==> config.mk <==
export PLATFORM = sky130hd
export DESIGN_NAME = regfile_writeback_seq
export DESIGN_NICKNAME = d
export VERILOG_FILES = /design/src/rtl/regfile_writeback_seq_pkg.sv /design/src/rtl/regfile_addr_resolve.sv /design/src/rtl/regfile_writeback_seq.sv
export SDC_FILE = /design/constraint.sdc
export NUM_CORES = 1
export LEC_CHECK = 0
export ABC_AREA = 1
export CAP_MARGIN = 20
export CORE_ASPECT_RATIO = 0.7
export CORE_MARGIN = 2
export CORE_UTILIZATION = 44
export CTS_CLUSTER_DIAMETER = 40
export CTS_CLUSTER_SIZE = 10
export DETAILED_ROUTE_END_ITERATION = 8
export GPL_TIMING_DRIVEN = 0
export HOLD_SLACK_MARGIN = 0.06
export PLACE_DENSITY = 0.8
export SKIP_CTS_REPAIR_TIMING = 1
export SYNTH_ARGS = -nofsm -noshare
export SYNTH_HDL_FRONTEND = slang
export SYNTH_SLANG_ARGS = --single-unit
==> constraint.sdc <==
create_clock -name clk -period 1.55 [get_ports clk]
set_input_delay 0.2325 -clock clk [delete_from_list [all_inputs] [get_ports clk]]
set_output_delay 0.2325 -clock clk [all_outputs]
set_load 0.02 [all_outputs]
Figure 1. Clock wires, drivers and flops.
Scale bar: 20 microns.
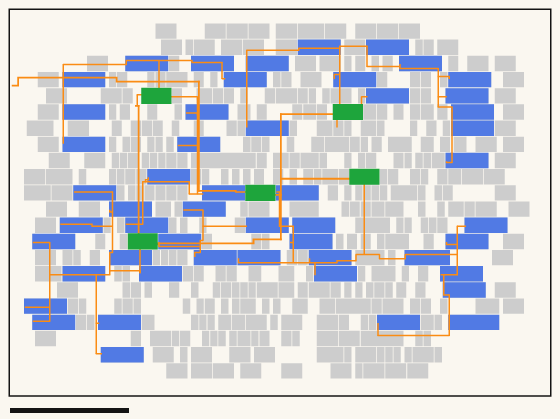
Key: green = cells driving clock nets [count 5]; blue = flip-flops [count 51]; orange = clock wires [length 592 microns]
There are 6 routed clock nets. Position of the flops: spread over the die.
clock network latency to the later pin of the worst-skew pair: 310 ps
Clk power: 967 uW

Figure 2. Cells coloured by class.
Scale bar: 20 microns.
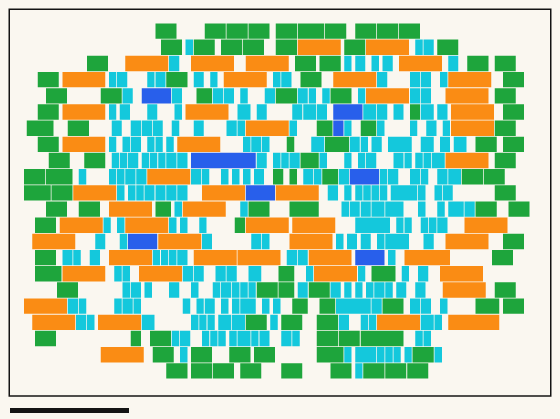
Key: orange = flops [cells 51]; green = other buffers and delay cells [cells 108]; blue = clock drivers and dummy loads [cells 8]; cyan = all other logic [cells 263]
Final Cell Area: 3510 sq um
core region area: 5170 sq um
FP Rows: 22
register share of the cell area: 29.2%
final design utilization: 67.9%

Figure 3. Supply network.
Pins as bars on the die edge.
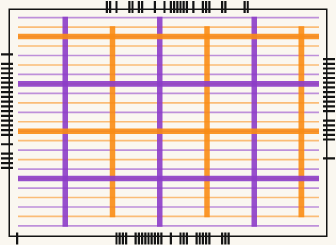
Key: purple = VSS; orange = VDD
89 signal pins sit on the boundary. 4 straps on met5. The core has 22 rows. 23 met1 rails follow the rows.
horizontal extent of the die: 90.8 microns
VDD IR-drop max: 0.593 mV
die boundary height: 64.8 microns

Figure 4. Clock nets.
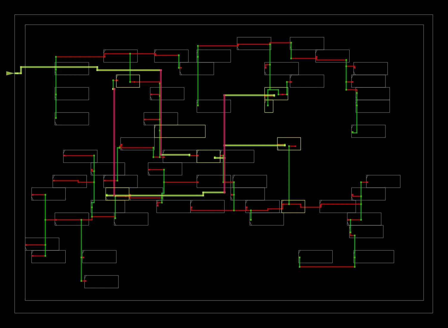
setup clock skew after layout: 4.75 ps
number of sinks handled by clock tree synthesis: 51
# clk buffers: 6
number of buffers inserted during clock tree synthesis: 5
Seq Cell Count: 51

==> impl_metrics.env <==
# physical design summary
export IMPL_run_status="completed"
export IMPL_synth_top_flop_cell="sky130_fd_sc_hd__dfxtp_1"
export IMPL_power_frac_comb_pct=10.2
export IMPL_antenna_violations_before_repair=0
export IMPL_route_final_wire_length_microns=7060
export IMPL_global_route_peak_usage_layer="met2"
export IMPL_flow_area_growth_from_synthesis_pct=51.4
export IMPL_synth_seq_cells=51
export IMPL_netlist_top_cells_count="sky130_fd_sc_hd__nand2_1, sky130_fd_sc_hd__nor2_1, sky130_fd_sc_hd__dfxtp_1, sky130_fd_sc_hd__o21ai_0, sky130_fd_sc_hd__a21oi_1"
export IMPL_dr_wl_met3_microns=592
export IMPL_switching_share_pct=22.0
export IMPL_slew_headroom_pct=71.5
export IMPL_yosys_area_top_type_share_pct=44.0
export IMPL_final_min_period_over_clock_period_pct=97.8
export IMPL_crit_chain="clkdlybuf4s50_1"
export IMPL_cpMaxStageDelayCell="sky130_fd_sc_hd__clkdlybuf4s50_1"
export IMPL_synth_cell_types=27
export IMPL_drt_pass1_iter_count=5
export IMPL_synth_dominant_cell_count="sky130_fd_sc_hd__nand2_1"
export IMPL_use_met1_pct=33.7
export IMPL_topRoutingLayerUsed="met4"
export IMPL_r2r_cells=8
export IMPL_grt_pass1_vias=2441
export IMPL_detailedRoute_firstIterationViolations=160
export IMPL_antenna_violating_nets_post_route=0
export IMPL_worst_hold_path_type="register to register"
export IMPL_synth_cell_area_sq_um=2320
export IMPL_worst_slew_pin_slew_ps=427
export IMPL_crit_required_ps=1320
export IMPL_clkTransAtPathRegs_ps=90
export IMPL_layout_area_seq_sq_um=1030
export IMPL_drv_max_cap_violation_count=0
export IMPL_grt_max_degree=16
export IMPL_min_period_ps=1520
export IMPL_hold_slack_ps=480
export IMPL_clock_tree_htree_level_count=2
export IMPL_critical_path_class="register to output pin"
export IMPL_top_area_cell="sky130_fd_sc_hd__dfxtp_1"
export IMPL_grt_pass1_wl_microns=11400
export IMPL_floorplan_io_pins=89
export IMPL_power_report_internal_total_mw=1.99
export IMPL_worst_slack_ps=33.9
export IMPL_postSynthAreaPerCell_sq_um=7.07
export IMPL_finish_net_count=483
export IMPL_count_of_library_flops_with_an_enable_pin=0
export IMPL_wl_met2_microns=3050
export IMPL_total_negative_setup_slack_ps=0
export IMPL_post_route_cells_drive_above_1_share_pct=10.0
export IMPL_gr_usage_total_pct=24.2
export IMPL_synth_chip_area_sq_um=2320
export IMPL_slew_violations=0
export IMPL_groute_layer_met2_usage_pct=37.0
export IMPL_cts_max_path_buffers=2
export IMPL_worstPathMaxFanout=2
export IMPL_min_delay_path_depth=2
export IMPL_cpLargestDelayFamily="buffers and inverters"
export IMPL_total_routed_wire_length_on_the_met1_layer_microns=3340
export IMPL_rsz0062_at_grt="true"
==> layout make-up <==
cell class	instances	area share [%]
tap	72	2.57
buffer	14	3.03
timing repair buffer	94	27.1
multi-input combinational	234	31.7
clock inverter	2	0.998
clock buffer	6	2.35
sequential	51	29.2
inverter	29	3.10
==> metrics by stage <==
step                power, mW  std cells
floorplan                1.43        328
global placement         1.60        487
detailed placement       1.60        487
CTS                      2.54        495
global route             2.64        502
finish                   2.55        502
==> power groups by stage <==
stage / clock [mW] / sequential (mW) / combinational [mW]
5_1_grt: 1.04 / 1.33 / 0.281
3_3_place_gp: 0 / 1.36 / 0.249
2_1_floorplan: 0 / 1.36 / 0.0775
3_5_place_dp: 0 / 1.36 / 0.248
4_1_cts: 0.969 / 1.32 / 0.250
6_report: 0.967 / 1.32 / 0.259
==> cells in the final DEF (no fill, tap or decap), drive strengths merged, types with 3 or more instances in the layout <==
cell type / netlist / layout
buf: 6 / 13
a31oi: 6 / 6
nor3: 3 / 3
a21oi: 32 / 32
nand2: 57 / 57
clkdlybuf4s50: 0 / 81
dlymetal6s2s: 0 / 6
nor2: 56 / 56
clkbuf: 7 / 13
inv: 29 / 29
nand4: 7 / 7
dfxtp: 51 / 51
o21ai: 44 / 44
nand3: 26 / 26
==> worst reg2reg max path, delay by kind of cell (launching register included) <==
family                 cells  cell delay (ps)
buffers and inverters      1              130
DFF                        1              390
AOI/OAI and AO/OA          1              140
and+or+nand+nor            6              670
==> cell families (layout without fill, tap and decap cells) <==
kind of cell           Yosys count  count (layout)  synth area share, %
AND-OR/OR-AND                   84              84                 18.8
flip-flops                      51              51                 44.0
buffers and inverters           43             145                 8.68
AND/OR/NAND/NOR                150             150                 28.5
No activity file was given, so power comes from the tool's default toggle rates.
